[src/rtl/ejecutor_corte_pkg.sv]
// Shared definitions for the cutter-head executor: state encodings, default
// parameter values and the counter-width helper.
package ejecutor_corte_pkg;

  typedef enum logic [2:0] {
    REPOSO  = 3'd0,
    CARGAR  = 3'd1,
    MOVER   = 3'd2,
    ASENTAR = 3'd3,
    PEDIR   = 3'd4
  } estado_t;

  localparam int BITS_EJE_DEF            = 6;
  localparam int DIVISOR_PASO_DEF        = 4;
  localparam int LATENCIA_DATO_DEF       = 2;
  localparam int CICLOS_ASENTAMIENTO_DEF = 3;

  // Width of a counter running 0..n-1; never narrower than one bit.
  function automatic int ancho_cnt(input int n);
    return (n <= 2) ? 1 : $clog2(n);
  endfunction

endpackage

[src/rtl/eje_paso.sv]
// Single axis: target and position registers, comparator and step/dir
// generator. A tick moves the position one unit toward the target.
module eje_paso
  import ejecutor_corte_pkg::*;
#(
  parameter int bits_eje = BITS_EJE_DEF
) (
  input  logic                clock,
  input  logic                reset,
  input  logic                tick,
  input  logic                cargar,
  input  logic [bits_eje-1:0] objetivo,
  output logic [bits_eje-1:0] actual,
  output logic                paso,
  output logic                dir,
  output logic                en_objetivo
);

  logic [bits_eje-1:0] r_actual;
  logic [bits_eje-1:0] r_objetivo;
  logic                r_paso;
  logic                r_dir;

  logic w_igual;
  logic w_mayor;
  logic w_dir;
  logic w_avanza;

  assign w_igual  = (r_actual == r_objetivo);
  assign w_mayor  = (r_objetivo > r_actual);
  assign w_avanza = tick && !w_igual;

  // The position has already stepped when paso is visible, so on the final
  // step the comparison reads "equal"; hold the last direction instead.
  assign w_dir = w_igual ? r_dir : w_mayor;

  // NOTE: sequential state uses non-blocking assignments so every register
  // samples pre-edge values, independent of statement order.
  always_ff @(posedge clock) begin
    if (!reset) begin
      r_actual   <= '0;
      r_objetivo <= '0;
      r_paso     <= 1'b0;
      r_dir      <= 1'b0;
    end else begin
      r_paso <= w_avanza;
      r_dir  <= w_dir;
      if (cargar) begin
        r_objetivo <= objetivo;
      end
      if (w_avanza) begin
        r_actual <= w_mayor ? r_actual + bits_eje'(1) : r_actual - bits_eje'(1);
      end
    end
  end

  assign actual      = r_actual;
  assign paso        = r_paso;
  assign dir         = w_dir;
  assign en_objetivo = w_igual;

endmodule

[src/rtl/ejecutor_corte.sv]
// Cutter-head executor: fetches a target point from the controller, steps
// both axes toward it, settles, then requests the next point.
module ejecutor_corte
  import ejecutor_corte_pkg::*;
#(
  parameter int bits_eje            = BITS_EJE_DEF,
  parameter int divisor_paso        = DIVISOR_PASO_DEF,
  parameter int latencia_dato       = LATENCIA_DATO_DEF,
  parameter int ciclos_asentamiento = CICLOS_ASENTAMIENTO_DEF
) (
  input  logic                clock,
  input  logic                reset,
  input  logic                cortando,
  input  logic [bits_eje-1:0] x_objetivo,
  input  logic [bits_eje-1:0] y_objetivo,
  output logic                dato_siguiente,
  output logic [bits_eje-1:0] x_actual,
  output logic [bits_eje-1:0] y_actual,
  output logic                paso_x,
  output logic                paso_y,
  output logic                dir_x,
  output logic                dir_y,
  output logic                en_movimiento,
  output logic [2:0]          estado
);

  localparam int W_PRE = ancho_cnt(divisor_paso);
  localparam int W_LAT = ancho_cnt(latencia_dato);
  localparam int W_ASE = ancho_cnt(ciclos_asentamiento);

  localparam logic [W_PRE-1:0] PRE_ULT  = W_PRE'(divisor_paso - 1);
  localparam logic [W_PRE-1:0] PRE_TICK = W_PRE'(divisor_paso - 2);
  localparam logic [W_LAT-1:0] LAT_ULT  = W_LAT'(latencia_dato - 1);
  localparam logic [W_ASE-1:0] ASE_ULT  = W_ASE'(ciclos_asentamiento - 1);

  estado_t          r_estado;
  estado_t          w_siguiente;
  logic [W_PRE-1:0] r_pre;
  logic [W_LAT-1:0] r_lat;
  logic [W_ASE-1:0] r_ase;
  logic             r_dato;
  logic             r_en_mov;

  logic w_tick;
  logic w_cargar;
  logic w_en_x;
  logic w_en_y;

  // NOTE: every always_comb output gets a default first, so no path through
  // the case statement can leave a value held and infer a latch.
  always_comb begin
    w_siguiente = r_estado;
    w_tick      = 1'b0;
    w_cargar    = 1'b0;
    case (r_estado)
      REPOSO: begin
        if (cortando) w_siguiente = CARGAR;
      end
      CARGAR: begin
        if (!cortando) begin
          w_siguiente = REPOSO;
        end else if (r_lat == LAT_ULT) begin
          w_cargar    = 1'b1;
          w_siguiente = MOVER;
        end
      end
      MOVER: begin
        if (!cortando) begin
          w_siguiente = REPOSO;
        end else if (w_en_x && w_en_y) begin
          w_siguiente = ASENTAR;
        end else begin
          // Fire one cycle early so paso is visible in the divisor_paso-th cycle.
          w_tick = (r_pre == PRE_TICK);
        end
      end
      ASENTAR: begin
        if (!cortando) begin
          w_siguiente = REPOSO;
        end else if (r_ase == ASE_ULT) begin
          w_siguiente = PEDIR;
        end
      end
      PEDIR: begin
        w_siguiente = cortando ? CARGAR : REPOSO;
      end
      default: begin
        w_siguiente = REPOSO;
      end
    endcase
  end

  always_ff @(posedge clock) begin
    if (!reset) begin
      r_estado <= REPOSO;
    end else begin
      r_estado <= w_siguiente;
    end
  end

  // Counters run only while their state persists and clear on every exit.
  always_ff @(posedge clock) begin
    if (!reset) begin
      r_pre    <= '0;
      r_lat    <= '0;
      r_ase    <= '0;
      r_dato   <= 1'b0;
      r_en_mov <= 1'b0;
    end else begin
      if (r_estado == MOVER && w_siguiente == MOVER) begin
        r_pre <= (r_pre == PRE_ULT) ? '0 : r_pre + W_PRE'(1);
      end else begin
        r_pre <= '0;
      end
      r_lat    <= (r_estado == CARGAR && w_siguiente == CARGAR) ? r_lat + W_LAT'(1) : '0;
      r_ase    <= (r_estado == ASENTAR && w_siguiente == ASENTAR) ? r_ase + W_ASE'(1) : '0;
      r_dato   <= (w_siguiente == PEDIR);
      r_en_mov <= (w_siguiente == MOVER);
    end
  end

  eje_paso #(
    .bits_eje (bits_eje)
  ) u_eje_x (
    .clock       (clock),
    .reset       (reset),
    .tick        (w_tick),
    .cargar      (w_cargar),
    .objetivo    (x_objetivo),
    .actual      (x_actual),
    .paso        (paso_x),
    .dir         (dir_x),
    .en_objetivo (w_en_x)
  );

  eje_paso #(
    .bits_eje (bits_eje)
  ) u_eje_y (
    .clock       (clock),
    .reset       (reset),
    .tick        (w_tick),
    .cargar      (w_cargar),
    .objetivo    (y_objetivo),
    .actual      (y_actual),
    .paso        (paso_y),
    .dir         (dir_y),
    .en_objetivo (w_en_y)
  );

  assign dato_siguiente = r_dato;
  assign en_movimiento  = r_en_mov;
  assign estado         = r_estado;

endmodule

[config.mk]
export PLATFORM = sky130hd
export DESIGN_NAME = ejecutor_corte
export DESIGN_NICKNAME = d
export VERILOG_FILES = /design/src/rtl/ejecutor_corte_pkg.sv /design/src/rtl/eje_paso.sv /design/src/rtl/ejecutor_corte.sv
export SDC_FILE = /design/constraint.sdc
export NUM_CORES = 1
export LEC_CHECK = 0
export CORE_MARGIN = 3
export CORE_UTILIZATION = 53
export DETAILED_ROUTE_END_ITERATION = 16
export GPL_TIMING_DRIVEN = 0
export PLACE_DENSITY = 0.9
export SYNTH_ARGS = -nofsm -noshare
export SYNTH_HDL_FRONTEND = slang
export SYNTH_HIERARCHICAL = 1
export SYNTH_SLANG_ARGS = --single-unit
[constraint.sdc]
create_clock -name clock -period 3.5 [get_ports clock]
set_input_delay 0.35 -clock clock [delete_from_list [all_inputs] [get_ports clock]]
set_output_delay 0.35 -clock clock [all_outputs]
set_load 0.01 [all_outputs]
==> run_1/met2.png <==
Scale: 4 px per µm.
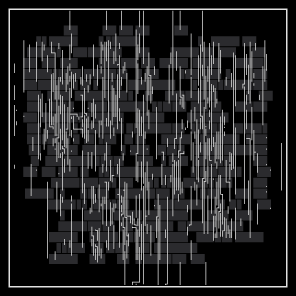
The layer holds 50% of the routed length. The wires run mostly vertical. The layer carries 2170 µm of wire.
number of vias in the routed layout: 1740
Post-Route WL: 4.35 mm
met2 global-route usage: 31.7%

==> run_1/final_congestion.png <==
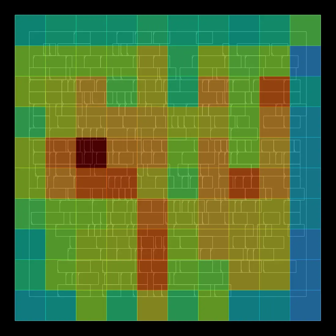
met1 GRT Util: 23.5%
Total GRT Usage: 19.1%
share of the core filled with cells in the final layout: 70.1%

==> run_1/gate_families.png <==
Scale: 6 px per µm.
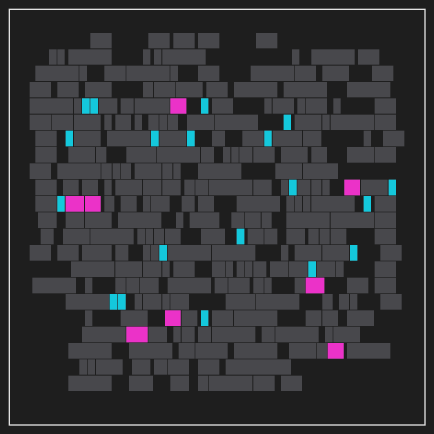
Cyan is inverters, cells 19, most used inv_1. Magenta is AND-OR and OR-AND gates, cells 8, most used a21o_1.
Finished Layout Cells: 319
Commonest Layout Cell: sky130_fd_sc_hd__dfxtp_1

==> run_1/drive_strength.png <==
Scale: 6 px per µm.
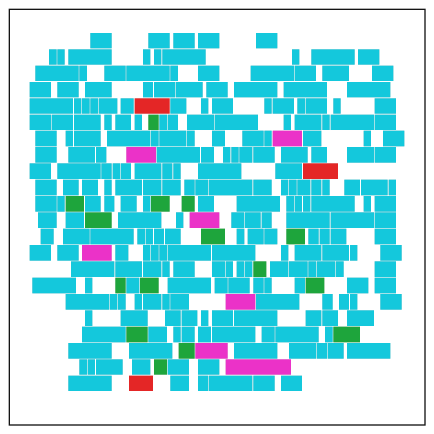
Magenta is drive 6 and up, cells 7, share 2.6%. Cyan is drive 1 or less, cells 246, share 91%. Red is drive 3 to 4, cells 3, share 1.1%. Green is drive 2, cells 15, share 5.5%.
Setup WS post-layout: 371 ps
post-route cell area: 2630 µm²
area grow syn2layout: 24.7%
Repair and plain buffers: 40

==> impl_metrics.xml, run 1 <==
<?xml version="1.0" encoding="UTF-8"?>
<metrics>
  <group name="final_timing">
    <metric name="setup_viol" unit="">0</metric>
    <metric name="worst_clock_skew" unit="ps">8.33</metric>
    <metric name="max_slew_margin" unit="%">66.0</metric>
    <metric name="slew_viol_final" unit="">0</metric>
    <metric name="maxClockFrequency" unit="MHz">320</metric>
    <metric name="hold_viol" unit="">0</metric>
    <metric name="worst-slew-pin-transition" unit="ps">509</metric>
    <metric name="final_period_minus_worst_setup_slack" unit="ps">3130</metric>
  </group>
  <group name="routing">
    <metric name="drt_drc_violations_left" unit="">0</metric>
    <metric name="dr.pass1.iters" unit="">4</metric>
    <metric name="vias_per_cell" unit="">5.45</metric>
    <metric name="wl_per_cell" unit="µm">13.6</metric>
  </group>
  <group name="clocking">
    <metric name="insertion_delay" unit="ps">290</metric>
    <metric name="cts_tree" unit="">yes</metric>
    <metric name="cts_root_buffer" unit="">sky130_fd_sc_hd__clkbuf_8</metric>
    <metric name="h_tree_depth_reported_by_cts" unit="">2</metric>
    <metric name="post-cts-setup-buffers" unit="">0</metric>
    <metric name="count_of_instances_resized_after_the_clock_tree_is_built" unit="">0</metric>
    <metric name="numCtsBuffers" unit="">5</metric>
    <metric name="cts-root-to-sink-buffers" unit="">2</metric>
    <metric name="cts-hold-fix-buffers" unit="">0</metric>
    <metric name="clock_sinks" unit="">38</metric>
    <metric name="clk_transition_reported_paths" unit="ps">80</metric>
  </group>
  <group name="critical_path">
    <metric name="required" unit="ps">3730</metric>
    <metric name="cp_slowest_cell" unit="">sky130_fd_sc_hd__dfxtp_1</metric>
    <metric name="crit_chain" unit="">inv_1 &gt; ha_1 &gt; and3b_1 &gt; a211oi_1 &gt; o21ai_4 &gt; nand2_1 &gt; ha_1 &gt; a211oi_2 &gt; o21bai_1 &gt; a21oi_2 &gt; xnor2_1 &gt; or3_1 &gt; a21boi_1</metric>
    <metric name="timing.critical_path.buf_inv" unit="">1</metric>
    <metric name="slowest_delay" unit="ps">470</metric>
    <metric name="setup.worst_path.start_class" unit="">flop</metric>
    <metric name="setup.worst_path.end_class" unit="">flop</metric>
    <metric name="cp_common_cell" unit="">sky130_fd_sc_hd__ha_1</metric>
    <metric name="critical-path-top-delay-family" unit="">AND-OR/OR-AND gates</metric>
  </group>
  <group name="synth">
    <metric name="logic_family" unit="">simple AND/OR/NAND/NOR gates</metric>
    <metric name="post_synth_num_cell_types" unit="">44</metric>
    <metric name="yosys-stat-cells" unit="">228</metric>
    <metric name="yosys.area_share.adder" unit="%">15.6</metric>
    <metric name="synthMuxAreaShare" unit="%">5.70</metric>
    <metric name="yosys_register_bits" unit="">38</metric>
    <metric name="post_synth_xor_area_fraction" unit="%">3.33</metric>
    <metric name="synth-edff-count" unit="">0</metric>
    <metric name="ys_seq_share" unit="%">36.1</metric>
    <metric name="syn_nets" unit="">268</metric>
    <metric name="synth.cellmix.simpleShare" unit="%">20.0</metric>
    <metric name="yosysWarningCount" unit="">6</metric>
    <metric name="ys_chip_area" unit="µm²">2110</metric>
    <metric name="synth.avg_cell_area" unit="µm²">9.24</metric>
    <metric name="mappedNetlistArea" unit="µm²">2110</metric>
    <metric name="async_flop_share" unit="%">0</metric>
    <metric name="netlist.top_cell.by_area" unit="">sky130_fd_sc_hd__dfxtp_1</metric>
    <metric name="top_cell_area_share" unit="%">36.1</metric>
  </group>
  <group name="placed_design">
    <metric name="port_buffers" unit="">35</metric>
    <metric name="dp_cells" unit="">311</metric>
    <metric name="detailed_place_hpwl" unit="mm">3.30</metric>
    <metric name="detailed_place.area" unit="µm²">2520</metric>
  </group>
  <group name="job">
    <metric name="max_cap_violations" unit="">0</metric>
  </group>
  <group name="finish">
    <metric name="layout_top_cells" unit="">sky130_fd_sc_hd__dfxtp_1 (38), sky130_fd_sc_hd__clkdlybuf4s50_1 (35), sky130_fd_sc_hd__nor2_1 (32), sky130_fd_sc_hd__ha_1 (23), sky130_fd_sc_hd__inv_1 (19)</metric>
    <metric name="logic_gate_count" unit="">166</metric>
    <metric name="dominant-cell-class" unit="">combinational gates</metric>
    <metric name="comb_area_share" unit="%">47.4</metric>
    <metric name="num-fill-cells" unit="">302</metric>
    <metric name="final.signal_inverter_count" unit="">19</metric>
    <metric name="combGateArea" unit="µm²">1240</metric>
    <metric name="insertedDiodeCount" unit="">0</metric>
    <metric name="n_sequential_cell" unit="">38</metric>
    <metric name="area.share.sequential" unit="%">29.0</metric>
  </group>
  <group name="global_route">
    <metric name="wire_length_of_the_first_global_routing_pass" unit="mm">7.49</metric>
    <metric name="grt_max_degree" unit="">17</metric>
  </group>
  <group name="floorplanning">
    <metric name="io_pins" unit="">36</metric>
    <metric name="initial_core_utilization" unit="%">56.3</metric>
    <metric name="die_w" unit="µm">69.0</metric>
    <metric name="chip_area" unit="µm²">4770</metric>
  </group>
  <group name="outcome">
    <metric name="outcome" unit="">complete, no violations</metric>
  </group>
  <group name="pwr">
    <metric name="power_density_normalized_to_cell_area" unit="nW/µm²">323</metric>
    <metric name="power.ir.vdd_worst" unit="µV">212</metric>
  </group>
</metrics>
run 1: report_power, final:
part	internal [W]	total, W	switching (W)
sequential	0.000434	0.000436	0.00000230
clock	0.000210	0.000363	0.000153
combinational	0.0000269	0.0000480	0.0000212
run 1: cells in the mapped netlist (2+ instances only):
master / number
sky130_fd_sc_hd__a211oi_1: 6
sky130_fd_sc_hd__a211oi_2: 2
sky130_fd_sc_hd__a21boi_0: 2
sky130_fd_sc_hd__a21boi_1: 2
sky130_fd_sc_hd__a21o_1: 4
sky130_fd_sc_hd__a21o_2: 2
sky130_fd_sc_hd__a21oi_1: 8
sky130_fd_sc_hd__a21oi_2: 2
sky130_fd_sc_hd__and2_1: 4
sky130_fd_sc_hd__and3_1: 2
sky130_fd_sc_hd__and3b_1: 2
sky130_fd_sc_hd__clkbuf_1: 4
sky130_fd_sc_hd__dfxtp_1: 38
sky130_fd_sc_hd__fa_1: 2
sky130_fd_sc_hd__ha_1: 23
sky130_fd_sc_hd__inv_1: 19
sky130_fd_sc_hd__mux2i_1: 12
sky130_fd_sc_hd__nand2_1: 12
sky130_fd_sc_hd__nand2_2: 3
sky130_fd_sc_hd__nand3_1: 4
sky130_fd_sc_hd__nor2_1: 32
sky130_fd_sc_hd__nor2b_1: 3
sky130_fd_sc_hd__nor3_1: 3
sky130_fd_sc_hd__nor4b_1: 3
sky130_fd_sc_hd__o21ai_0: 4
sky130_fd_sc_hd__o21ai_4: 2
sky130_fd_sc_hd__o21bai_1: 2
sky130_fd_sc_hd__or3_1: 4
sky130_fd_sc_hd__xnor2_1: 4
sky130_fd_sc_hd__xor2_1: 4
run 1: logic make-up (layout without fill, tap and decap cells):
logic type	Yosys count	after routing
simple gates	81	81
compound gates	40	40
flops	38	38
fa+ha+maj	25	25
buf+inv	24	67
mux	12	12
xor+xnor	8	8
run 1: per-stage QoR:
step	total power (W)	util (%)	worst slack (ps)	hold WS [ps]
after floorplan	0.000467	-	626	389
after global placement	0.000493	67.2	444	395
after detailed placement	0.000494	67.2	387	421
after CTS	0.000857	70.1	359	431
after global routing	0.000883	70.1	174	454
final	0.000847	70.1	371	423
run 1: layer usage:
layer  track usage [%]  vias up  wire length, µm
met2              31.7       51             2170
met3              5.69       11              200
li1                  -      866                -
met4              6.72        0               85
met5                 0        -                0
met1              23.5      812             1890
run 1: sequential cells by signal (all words and copies together), names as in the netlist:
| name | count |
|---|---|
| r_pre | 2 |
| dato_siguiente | 1 |
| u_eje_y/r_dir | 1 |
| u_eje_x/r_dir | 1 |
| u_eje_x/r_objetivo | 6 |
| u_eje_x/actual | 6 |
| u_eje_y/paso | 1 |
| u_eje_y/r_objetivo | 6 |
| r_ase | 2 |
| r_lat | 1 |
| estado | 3 |
| en_movimiento | 1 |
| u_eje_x/paso | 1 |
| u_eje_y/actual | 6 |
run 1: worst paths after layout:
check	start	endpoint	slack, ps	cells after the start
setup / recovery	u_eje_x/actual[1]	u_eje_x/actual[5]	370	13
hold / removal	r_ase[0]	r_ase[0]	420	1
setup reg to reg	u_eje_x/actual[1]	u_eje_x/actual[5]	370	13
hold reg to reg	r_ase[0]	r_ase[0]	420	1
==> run_1/met3.png <==
Scale: 4 px per µm.
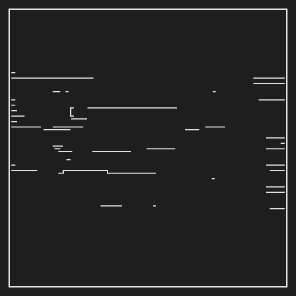

==> run 2: changes to the inputs <==
--- a/config.mk
+++ b/config.mk
@@ -6,11 +6,10 @@
 export NUM_CORES = 1
 export LEC_CHECK = 0
 export CORE_MARGIN = 3
-export CORE_UTILIZATION = 53
+export CORE_UTILIZATION = 52
 export DETAILED_ROUTE_END_ITERATION = 16
 export GPL_TIMING_DRIVEN = 0
-export PLACE_DENSITY = 0.9
+export PLACE_DENSITY = 0.89
 export SYNTH_ARGS = -nofsm -noshare
 export SYNTH_HDL_FRONTEND = slang
-export SYNTH_HIERARCHICAL = 1
 export SYNTH_SLANG_ARGS = --single-unit
==> run_2/met3.png <==
Scale: 4 px per µm.
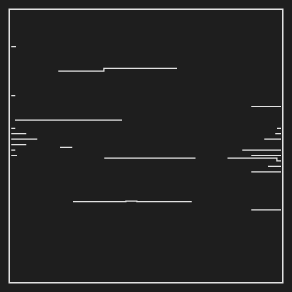
21 nets have wire on it. The layer carries 189 µm of wire. The longest straight run is 26.4 µm.
met3 Track Usage GR: 7.06%
number of vias in the routed layout: 1614

==> run_2/gate_families.png <==
Scale: 6 px per µm.
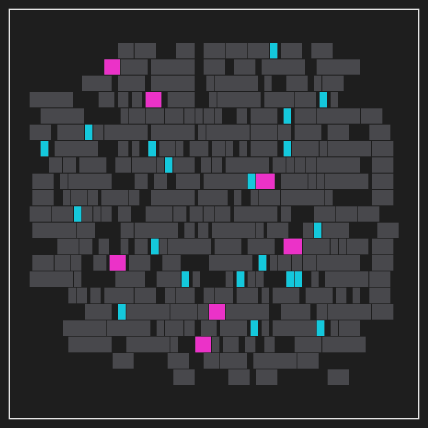
Cyan is inverters, cells 20, most used inv_1. Magenta is AND-OR and OR-AND gates, cells 7, most used a21o_1.
Comb/total area: 45.1%
Finished Layout Cells: 309

==> impl_metrics.xml, run 2 <==
<?xml version="1.0" encoding="UTF-8"?>
<metrics>
  <group name="final_timing">
    <metric name="max_slew_margin" unit="%">67.2</metric>
    <metric name="worst-slew-pin-transition" unit="ps">491</metric>
    <metric name="final_period_minus_worst_setup_slack" unit="ps">3220</metric>
    <metric name="maxClockFrequency" unit="MHz">311</metric>
    <metric name="setup_viol" unit="">0</metric>
  </group>
  <group name="synth">
    <metric name="most_common_cell" unit="">sky130_fd_sc_hd__dfxtp_1</metric>
    <metric name="ys_seq_share" unit="%">38.1</metric>
    <metric name="syn_nets" unit="">260</metric>
    <metric name="synth.avg_cell_area" unit="µm²">9.08</metric>
    <metric name="post_synth_num_cell_types" unit="">38</metric>
    <metric name="yosys-stat-cells" unit="">220</metric>
    <metric name="top_cell_area_share" unit="%">38.1</metric>
    <metric name="ys_top_cells_by_count" unit="">sky130_fd_sc_hd__dfxtp_1 (38), sky130_fd_sc_hd__nor2_1 (33), sky130_fd_sc_hd__ha_1 (23)</metric>
    <metric name="yosys_register_bits" unit="">38</metric>
    <metric name="yosysWarningCount" unit="">0</metric>
  </group>
  <group name="global_route">
    <metric name="wire_length_of_the_first_global_routing_pass" unit="mm">7.07</metric>
    <metric name="grt_util_all_layers" unit="%">20.7</metric>
    <metric name="grt_max_degree" unit="">12</metric>
  </group>
  <group name="pwr">
    <metric name="combinational_power_share" unit="%">5.8</metric>
    <metric name="power.ir.vdd_worst" unit="µV">217</metric>
    <metric name="netSwitchingFraction" unit="%">21.5</metric>
    <metric name="p_clk_share" unit="%">38.9</metric>
    <metric name="power_density_normalized_to_cell_area" unit="nW/µm²">315</metric>
  </group>
  <group name="critical_path">
    <metric name="setup.worst_path.start" unit="">u_eje_y.actual[4]</metric>
    <metric name="crit_chain" unit="">inv_1 &gt; ha_1 &gt; a21oi_1 &gt; nand2_1 &gt; a211o_1 &gt; o21ai_1 &gt; ha_1 &gt; a211oi_1 &gt; o21bai_1 &gt; a21oi_1 &gt; xnor2_1 &gt; or3_1 &gt; a21oi_1</metric>
    <metric name="setup.worst_path.start_class" unit="">flop</metric>
    <metric name="setup.worst_path.end_class" unit="">flop</metric>
    <metric name="cp_slowest_cell" unit="">sky130_fd_sc_hd__dfxtp_1</metric>
    <metric name="timing.critical_path.buf_inv" unit="">1</metric>
    <metric name="r2r_slack" unit="ps">280</metric>
    <metric name="r2r-start" unit="">u_eje_y.actual[4]</metric>
    <metric name="required" unit="ps">3720</metric>
    <metric name="cp_common_cell" unit="">sky130_fd_sc_hd__a21oi_1</metric>
    <metric name="slowest_delay" unit="ps">410</metric>
  </group>
  <group name="placed_design">
    <metric name="detailed_place_hpwl" unit="mm">3.18</metric>
    <metric name="detailed_place.area" unit="µm²">2410</metric>
    <metric name="dp_cells" unit="">301</metric>
    <metric name="port_buffers" unit="">35</metric>
  </group>
  <group name="clocking">
    <metric name="insertion_delay" unit="ps">290</metric>
    <metric name="cts-root-to-sink-buffers" unit="">2</metric>
    <metric name="clk_transition_reported_paths" unit="ps">70</metric>
    <metric name="post-cts-setup-buffers" unit="">0</metric>
    <metric name="h_tree_depth_reported_by_cts" unit="">2</metric>
  </group>
  <group name="job">
    <metric name="max_cap_violations" unit="">0</metric>
  </group>
  <group name="outcome">
    <metric name="outcome" unit="">complete, no violations</metric>
  </group>
  <group name="floorplanning">
    <metric name="chip_area" unit="µm²">4620</metric>
    <metric name="initial_core_utilization" unit="%">56.8</metric>
    <metric name="die_w" unit="µm">68.0</metric>
  </group>
  <group name="routing">
    <metric name="wl_per_cell" unit="µm">13.3</metric>
    <metric name="dr.pass1.iters" unit="">4</metric>
    <metric name="vias_per_cell" unit="">5.22</metric>
  </group>
  <group name="finish">
    <metric name="layout_top_cell_excl_fill_tap" unit="">sky130_fd_sc_hd__dfxtp_1</metric>
  </group>
</metrics>
==> run_2/met2.png <==
Scale: 4 px per µm.
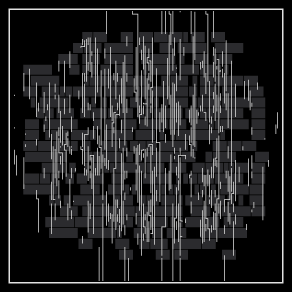
256 nets have wire on it. The longest straight run is 26.2 µm. The layer carries 1980 µm of wire. The layer holds 48% of the routed length.
Post-Route WL: 4.12 mm
met2 global-route usage: 32.6%

-- run 2: cell count changes after synthesis, moves of 3 or more --
cell | previous run | this run
sky130_fd_sc_hd__nand4_1 | 0 | 3
sky130_fd_sc_hd__a21oi_1 | 8 | 15
sky130_fd_sc_hd__nand2_2 | 3 | 0
sky130_fd_sc_hd__nand2_1 | 12 | 8
sky130_fd_sc_hd__nor2b_1 | 3 | 0
sky130_fd_sc_hd__o21ai_0 | 4 | 7
sky130_fd_sc_hd__nor4b_1 | 3 | 0
-- run 2: area by class of cell --
cell class              instances  area [µm²]  share of cell area [%]
plain buffers                   6        36.3                    1.45
clock buffers                   7        86.3                    3.46
clock inverters                 1        5.00                   0.200
inverters                      20        75.1                    3.01
multi-input cells             156        1130                    45.1
flip-flops and latches         38         761                    30.5
well taps                      46        57.6                    2.30
repair buffers                 35         350                    14.0
-- run 2: metrics by stage --
stage               setup slack [ps]  total power [W]  hold WS (ps)
global route                    33.8         0.000822           456
CTS                              271         0.000796           443
finish                           282         0.000788           441
detailed placement               304         0.000491           429
floorplan                        591         0.000465           401
global placement                 379         0.000490           412
-- run 2: power groups by stage --
stage	Clock, W	Combinational (W)	Sequential [W]
after detailed placement	0	0.0000452	0.000445
after CTS	0.000314	0.0000458	0.000435
final	0.000306	0.0000459	0.000436
after global routing	0.000337	0.0000500	0.000435
after global placement	0	0.0000448	0.000445
after floorplan	0	0.0000193	0.000446
-- run 2: repair_timing --
| action | in CTS | in global routing |
|---|---|---|
| hold endpoints to repair | 0 | 0 |
| resized | 0 | 1 |
| endpoints found under the setup margin | 0 | 1 |
| hold buffers | 0 | 0 |
-- run 2: worst min-delay path by stage --
stage | to | slack (ps) | cells after the start
3_3_place_gp | r_ase[0] | 410 | 1
6_report | r_ase[0] | 440 | 1
3_5_place_dp | r_ase[0] | 430 | 1
5_1_grt | r_ase[0] | 460 | 1
4_1_cts | r_ase[0] | 440 | 1
2_1_floorplan | r_ase[0] | 400 | 1
-- run 2: cells by family (layout without fill, tap and decap cells) --
kind of cell | Yosys count | in the layout | share of synthesized area, %
AND-OR/OR-AND | 40 | 40 | 12.2
XOR/XNOR | 8 | 8 | 3.51
adder cells (fa/ha/maj) | 25 | 25 | 16.4
multiplexers | 16 | 16 | 8.14
AND/OR/NAND/NOR | 67 | 67 | 16.1
buffers and inverters | 26 | 69 | 5.57
flip-flops | 38 | 38 | 38.1
-- run 2: routing by layer --
metal	vias to the layer above	global-route usage (%)	part of all wire [%]
met3	2	7.06	4.6
met5	-	0	0
li1	844	-	-
met1	740	26.5	47
met2	28	32.6	48
met4	0	6.70	0.44
Power is estimated from default activity; no workload was simulated.
